[src/rtl/i2c_bus_arbiter.sv]
// Shares one byte-level I2C engine between NUM_REQ sequencers, locked per START..STOP, round-robin.
// Optional idle-owner forced release is compiled in with `define I2C_ARB_TIMEOUT_EN.
module i2c_bus_arbiter #(
   parameter int NUM_REQ        = 2,
   parameter int TIMEOUT_CYCLES = 65535
) (
   input  logic                   clk,
   input  logic                   rst_n,
   input  logic [2*NUM_REQ-1:0]   req_instruction,
   input  logic [NUM_REQ-1:0]     req_enable,
   input  logic [8*NUM_REQ-1:0]   req_byte_to_send,
   output logic [7:0]             req_byte_received,
   output logic [NUM_REQ-1:0]     req_complete,
   output logic [NUM_REQ-1:0]     grant,
   output logic [1:0]             i2c_instruction,
   output logic                   i2c_enable,
   output logic [7:0]             i2c_byte_to_send,
   input  logic [7:0]             i2c_byte_received,
   input  logic                   i2c_complete,
   output logic                   timeout_pulse
);

   localparam int IW = $clog2(NUM_REQ);
   localparam logic [1:0] INS_START = 2'd0;
   localparam logic [1:0] INS_STOP  = 2'd1;

   typedef enum logic [1:0] {IDLE, OWNED, STOP_WAIT} state_t;

   state_t             state, state_next;
   logic [IW-1:0]      owner, owner_next, rr, rr_next, winner, owner_inc;
   logic [NUM_REQ-1:0] grant_next;
   logic [1:0]         ins_next, own_ins;
   logic [7:0]         byte_next, own_byte;
   logic               en_next, own_en, found, stop_seen, stop_seen_next, release_now;
   int                 idx;

   assign own_ins   = req_instruction[2*owner +: 2];
   assign own_en    = req_enable[owner];
   assign own_byte  = req_byte_to_send[8*owner +: 8];
   assign owner_inc = (owner == IW'(NUM_REQ-1)) ? '0 : owner + 1'b1;

   assign req_byte_received = i2c_byte_received;
   assign req_complete      = (state == OWNED) ? (grant & {NUM_REQ{i2c_complete}}) : '0;

   // First START request at or after the round-robin pointer, wrapping modulo NUM_REQ.
   always_comb begin
      // NOTE: every variable written here gets a default first, otherwise a latch is inferred.
      found  = 1'b0;
      winner = '0;
      idx    = 0;
      for (int k = 0; k < NUM_REQ; k++) begin
         idx = int'(rr) + k;
         if (idx >= NUM_REQ) idx = idx - NUM_REQ;
         if (!found && req_enable[idx] && req_instruction[2*idx +: 2] == INS_START) begin
            found  = 1'b1;
            winner = IW'(idx);
         end
      end
   end

`ifdef I2C_ARB_TIMEOUT_EN
   localparam int CW = $clog2(TIMEOUT_CYCLES + 1);
   logic [CW-1:0] idle_cnt;
   logic          owner_idle, timeout_hit, busy_seen, pulse_next;

   assign owner_idle  = !own_en && !i2c_enable;
   assign timeout_hit = owner_idle && (idle_cnt == CW'(TIMEOUT_CYCLES - 1));

   always_ff @(posedge clk or negedge rst_n) begin
      if (!rst_n) begin
         idle_cnt      <= '0;
         busy_seen     <= 1'b0;
         timeout_pulse <= 1'b0;
      end else begin
         idle_cnt      <= (state == OWNED && owner_idle) ? idle_cnt + 1'b1 : '0;
         // A stale complete may linger until the engine takes our STOP; wait to see it busy.
         busy_seen     <= (state == STOP_WAIT) && (busy_seen || !i2c_complete);
         timeout_pulse <= pulse_next;
      end
   end
`else
   logic unused_timeout_cfg;
   assign unused_timeout_cfg = (TIMEOUT_CYCLES > 0);
   assign timeout_pulse      = 1'b0;
`endif

   assign release_now = stop_seen && i2c_complete && !own_en;

   always_comb begin
      state_next     = state;
      owner_next     = owner;
      rr_next        = rr;
      grant_next     = grant;
      ins_next       = i2c_instruction;
      en_next        = i2c_enable;
      byte_next      = i2c_byte_to_send;
      stop_seen_next = stop_seen;
`ifdef I2C_ARB_TIMEOUT_EN
      pulse_next     = 1'b0;
`endif
      case (state)
         IDLE: begin
            en_next = 1'b0;
            if (found) begin
               state_next     = OWNED;
               owner_next     = winner;
               grant_next     = NUM_REQ'(1) << winner;
               ins_next       = req_instruction[2*winner +: 2];
               en_next        = req_enable[winner];
               byte_next      = req_byte_to_send[8*winner +: 8];
               stop_seen_next = 1'b0;
            end
         end
         OWNED: begin
            ins_next  = own_ins;
            en_next   = own_en;
            byte_next = own_byte;
            if (own_en && own_ins == INS_STOP) stop_seen_next = 1'b1;
            if (release_now) begin
               state_next = IDLE;
               grant_next = '0;
               en_next    = 1'b0;
               rr_next    = owner_inc;
            end
`ifdef I2C_ARB_TIMEOUT_EN
            else if (timeout_hit) begin
               state_next = STOP_WAIT;
               ins_next   = INS_STOP;
               en_next    = 1'b1;
            end
`endif
         end
`ifdef I2C_ARB_TIMEOUT_EN
         STOP_WAIT: begin
            ins_next = INS_STOP;
            en_next  = 1'b1;
            if (busy_seen && i2c_complete) begin
               state_next = IDLE;
               grant_next = '0;
               en_next    = 1'b0;
               rr_next    = owner_inc;
               pulse_next = 1'b1;
            end
         end
`endif
         default: state_next = IDLE;
      endcase
   end

   always_ff @(posedge clk or negedge rst_n) begin
      if (!rst_n) begin
         state            <= IDLE;
         owner            <= '0;
         rr               <= '0;
         grant            <= '0;
         i2c_instruction  <= 2'd0;
         i2c_enable       <= 1'b0;
         i2c_byte_to_send <= 8'd0;
         stop_seen        <= 1'b0;
      end else begin
         // NOTE: sequential state uses non-blocking assignments so all registers update together.
         state            <= state_next;
         owner            <= owner_next;
         rr               <= rr_next;
         grant            <= grant_next;
         i2c_instruction  <= ins_next;
         i2c_enable       <= en_next;
         i2c_byte_to_send <= byte_next;
         stop_seen        <= stop_seen_next;
      end
   end

endmodule

[config.mk]
export PLATFORM = sky130hd
export DESIGN_NAME = i2c_bus_arbiter
export DESIGN_NICKNAME = d
export VERILOG_FILES = /design/src/rtl/i2c_bus_arbiter.sv
export SDC_FILE = /design/constraint.sdc
export NUM_CORES = 1
export LEC_CHECK = 0
export CAP_MARGIN = 20
export CORE_MARGIN = 2
export CORE_UTILIZATION = 29
export DETAILED_ROUTE_END_ITERATION = 12
export PLACE_DENSITY = 0.69
export SYNTH_ARGS = -nofsm -noshare
export SYNTH_HDL_FRONTEND = slang
export SYNTH_SLANG_ARGS = --single-unit
[constraint.sdc]
create_clock -name clk -period 1.5 [get_ports clk]
set_input_delay 0.3 -clock clk [delete_from_list [all_inputs] [get_ports clk]]
set_output_delay 0.3 -clock clk [all_outputs]
set_load 0.005 [all_outputs]
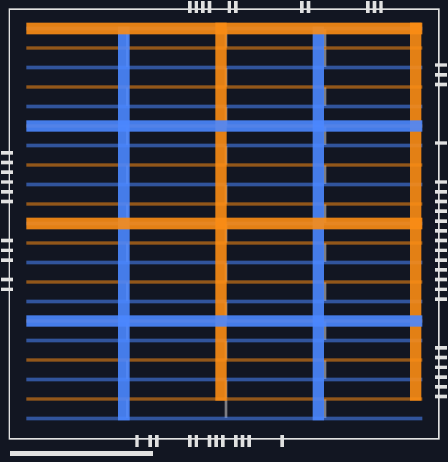
Run 1: power grid
The bar under the picture is 20 µm long. Pins as bars on the die edge. Tap cells in gray.
[VSS] blue
[VDD] orange
met5 straps: 4
tap cells: 33
rows: 20

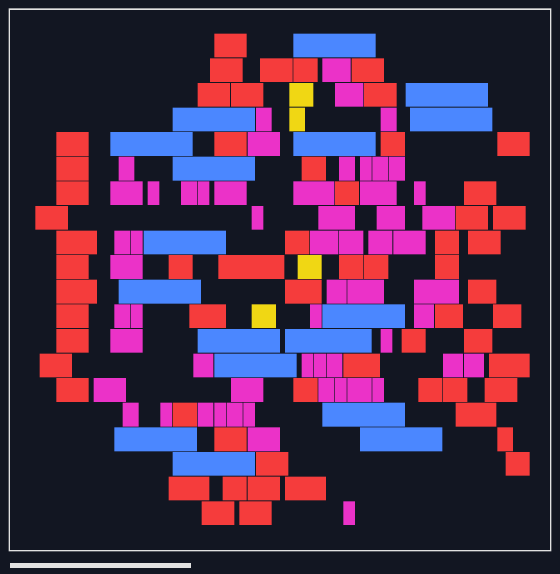
Run 1: placement by cell class
The bar under the picture is 20 µm long.
[other buffers and delay cells] red | cells: 60 | share of their area: 41%
[combinational and other logic] magenta | cells: 58 | share of their area: 27%
[flops] blue | cells: 17 | share of their area: 30%
[clock drivers and dummy loads] yellow | cells: 4 | share of their area: 1.9%

==> impl_metrics.json, run 1 <==
{
  "ys_types": 27,
  "drive_gt1_frac": 0.230,
  "nWellTaps": 33,
  "floorplan.nets": 122,
  "final_layout_top_logic_cells": "28 x clkdlybuf4s50_1, 17 x buf_4, 16 x dfrtp_1",
  "met3_usage": 0.0281,
  "grt_pass1_vias": 777,
  "wl_met2_mm": 1.12,
  "clock_buffers": 3,
  "violations": "negative setup slack",
  "placed_cell_area_um2": 1330,
  "drtIter0Drc": 12,
  "fin_area_um2": 1460,
  "required_ns": 1.68,
  "crit_type": "in2reg",
  "avgSynthCellArea_um2": 10.1,
  "inverters": 0,
  "clkTransAtPathRegs_ns": 0.10,
  "dominant_cells": "buffers",
  "initCoreUtil": 0.300,
  "fill_cells": 292,
  "final-comb-area_um2": 383,
  "final_nets": 173,
  "rows": 20,
  "grt_pass1_wl_mm": 3.36,
  "ys_cells": 89,
  "critPathCaptureType": "flop",
  "power_density_nw_per_um2": 1660,
  "largest_area_cell": "dfrtp_1",
  "finalSetupTns_ns": -1.41,
  "crit_slowest_cell": "or4b_4",
  "critPathMaxStageDelay_ns": 0.51,
  "cp_top_family": "buffers and inverters",
  "rr_worst_depth": 5,
  "dieArea_um2": 3560,
  "powerClk_uw": 244,
  "setup_viol": 8,
  "setup_slack_ns": -0.187,
  "r2r_slack_ns": -0.17,
  "ir_drop_v": 0.000576,
  "netlist.area_leader.share": 0.473,
  "status": "finished, violations left",
  "drc_errors": 0,
  "pre_cts_ws_ns": -0.558,
  "place_hpwl_mm": 1.70,
  "ff_count": 17,
  "cts_inserted_buffers": 3,
  "sh_comb_area": 0.263,
  "timing.rr.start": "rr",
  "io_pins": 57,
  "grt_max_degree": 18,
  "regArea_um2": 427,
  "report.final.slew_viol_count": 0,
  "clkPwrFrac": 0.101,
  "antenna_found_initial": 0,
  "syn_area_um2": 900,
  "die_y_um": 59.7,
  "ant_nets": 0,
  "use_met2": 0.220,
  "maxCapViolCount": 0,
  "synthArstFlopShare": 1.00,
  "yosys-top-cells-count": "17 x dfrtp_1, 11 x a21oi_1, 10 x nor2_1",
  "io_buffers": 39,
  "die_w_um": 59.7,
  "hold_class": "in2async",
  "dr_wl_met3_um": 166,
  "crit_start": "req_instruction[1]",
  "grt-ovfl-total": 0,
  "critPathBufInv": 2,
  "synth_cells": 89,
  "synth_seq_share": 0.473,
  "internal_power_mw": 1.65,
  "pg_seq_uw": 842,
  "ctsRootBufferMaster": "clkbuf_4",
  "power_leader": "combinational cells",
  "cts_hold_buf": 0,
  "drt-met1-wl_um": 973,
  "first_pass_iters": 4,
  "top_cell": "dfrtp_1",
  "wl_per_cell_um": 13.2,
  "cp_cell_sequence": "clkdlybuf4s50_1 -> or4b_4 -> a22oi_2 -> buf_12 -> mux2i_1 -> a21oi_1",
  "ff_type": "dfrtp_1",
  "instances_no_fill": 172,
  "met1_usage": 0.149
}
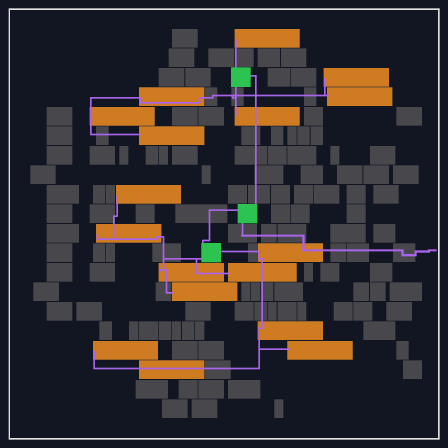
Run 1: clock distribution
[flip-flops] orange | count: 17
[clock wires] purple | length: 222 µm
[clock drivers] green | count: 3
routed clock nets: 4
Worst Skew: 0.00962 ns
Latency at later pin: 0.29 ns

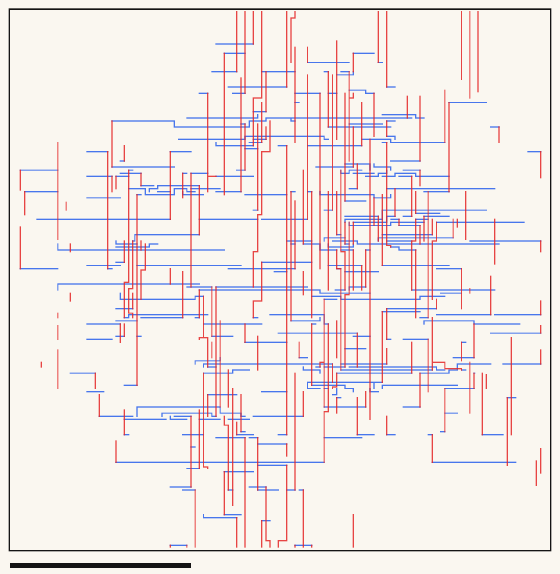
Run 1: wiring by layer
The bar under the picture is 20 µm long. Two of the layers only.
[metal 2] red | wire length: 1120 µm
[metal 1] blue | wire length: 974 µm
total wire length: 2.27 mm
GRT Util Overall: 0.127

run 1: kinds of logic after synthesis:
| kind of cell | Yosys count | synth area share |
|---|---|---|
| AOI/OAI and AO/OA | 16 | 0.108 |
| buffers and inverters | 14 | 0.107 |
| DFF | 17 | 0.473 |
| muxes | 11 | 0.125 |
| other | 1 | 0.00417 |
| and+or+nand+nor | 30 | 0.182 |
run 1: flip-flops by register name, summed over array words and instances, names as in the netlist:
| name | flops |
|---|---|
| grant | 2 |
| i2c_enable | 1 |
| stop_seen | 1 |
| owner | 1 |
| state | 1 |
| i2c_instruction | 2 |
| i2c_byte_to_send | 8 |
| rr | 1 |
run 1: repair_timing:
item / 4_1_cts / 5_1_grt
pin swaps: 3 / 3
setup endpoints to repair: 11 / 20
resized: 7 / 13
setup buffers: 3 / 6
cloned: 0 / 1
Run 1, cell placement:
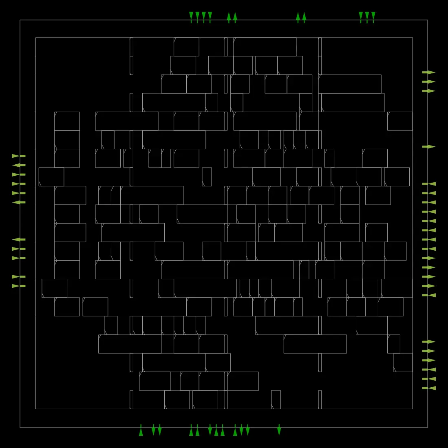

==> run 1 -> run 2 <==
--- a/config.mk
+++ b/config.mk
@@ -5,11 +5,11 @@
 export SDC_FILE = /design/constraint.sdc
 export NUM_CORES = 1
 export LEC_CHECK = 0
+export ABC_AREA = 1
 export CAP_MARGIN = 20
 export CORE_MARGIN = 2
 export CORE_UTILIZATION = 29
 export DETAILED_ROUTE_END_ITERATION = 12
-export PLACE_DENSITY = 0.69
 export SYNTH_ARGS = -nofsm -noshare
 export SYNTH_HDL_FRONTEND = slang
 export SYNTH_SLANG_ARGS = --single-unit
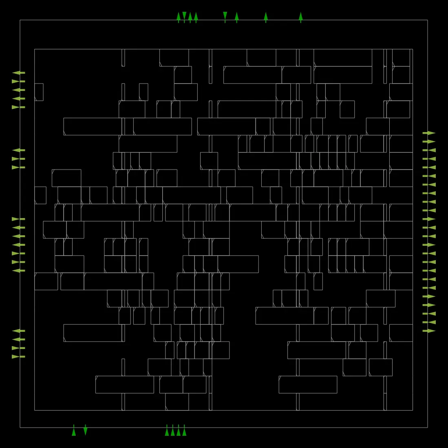
Run 2: cell placement
# Taps: 46
Core ar.: 3420 µm²
flop share of the area: 0.256

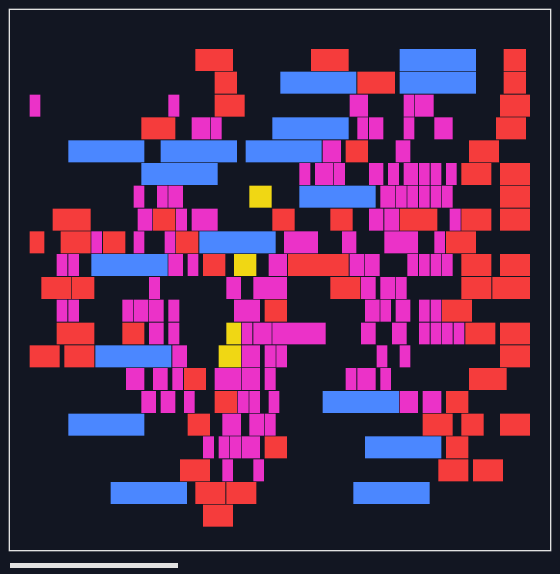
Run 2: placement by cell class
The bar under the picture is 20 µm long.
[clock drivers and dummy loads] yellow | cells: 4 | share of their area: 1.7%
[combinational and other logic] magenta | cells: 116 | share of their area: 35%
[flops] blue | cells: 17 | share of their area: 27%
[other buffers and delay cells] red | cells: 61 | share of their area: 37%

==> run 2 against run 1 <==
Effect of this change: the run now ends clean; sequential share of layout area down 3.7 points; clock power barely moved; critical path depth decreased by 5; worst hold slack gained 0.011 ns; cell area increased by 14%; final cell count increased by 42%; sequential power down 2%; power increased by 14%; largest power group unchanged.
==> impl_metrics.json, run 2 <==
{
  "fin_area_um2": 1660,
  "ir_drop_v": 0.000547,
  "ff_type": "dfrtp_1",
  "largest_area_cell": "dfrtp_1",
  "instances_no_fill": 244,
  "use_met2": 0.243,
  "ff_count": 17,
  "wl_mm": 2.87,
  "syn_area_um2": 1060,
  "power_leader": "combinational cells",
  "r2r_slack_ns": 0.15,
  "maxCapViolCount": 0,
  "cts_inserted_buffers": 3,
  "internal_power_mw": 1.67,
  "fill_cells": 351,
  "pg_seq_uw": 829,
  "critPathBufInv": 1,
  "clkPwrFrac": 0.089,
  "drtIter0Drc": 38,
  "top_cell": "nand2_1",
  "synth_seq_share": 0.401,
  "ys_cells": 143,
  "fin_skew_ns": 0.000981,
  "io_buffers": 39,
  "met1_usage": 0.169,
  "final-comb-area_um2": 450,
  "status": "completed",
  "dominant_cells": "buffers",
  "final_nets": 232,
  "clock_buffers": 3,
  "synthArstFlopShare": 1.00,
  "clkLatencyLatePin_ns": 0.29,
  "required_ns": 1.20,
  "cp_cell_sequence": "clkdlybuf4s50_1",
  "ys_sh_aoi": 0.0673,
  "finalSetupTns_ns": 0,
  "yosys-top-cells-count": "32 x nand2_1, 27 x inv_1, 19 x nand3_1"
}
-- run 2: cell types whose count changed in the layout (fill, tap and decap cells not counted), sizes merged, moves of 2 or more --
cell / previous run / this run
inv: 0 / 29
a22o: 2 / 0
and3: 2 / 0
nor2: 10 / 8
nand2: 6 / 45
mux2: 2 / 0
o21ai: 1 / 10
dlymetal6s2s: 6 / 8
nor3b: 2 / 0
a21oi: 11 / 2
mux2i: 9 / 0
dlygate4sd2: 4 / 0
nand3: 1 / 20
-- run 2: what timing repair did --
action,CTS,global route
gates cloned,0,0
setup endpoints to repair,5,21
resized,2,16
setup buffers,5,7
pin swaps,0,0
Power figures rest on the tool's default switching activity, not on a simulated workload.
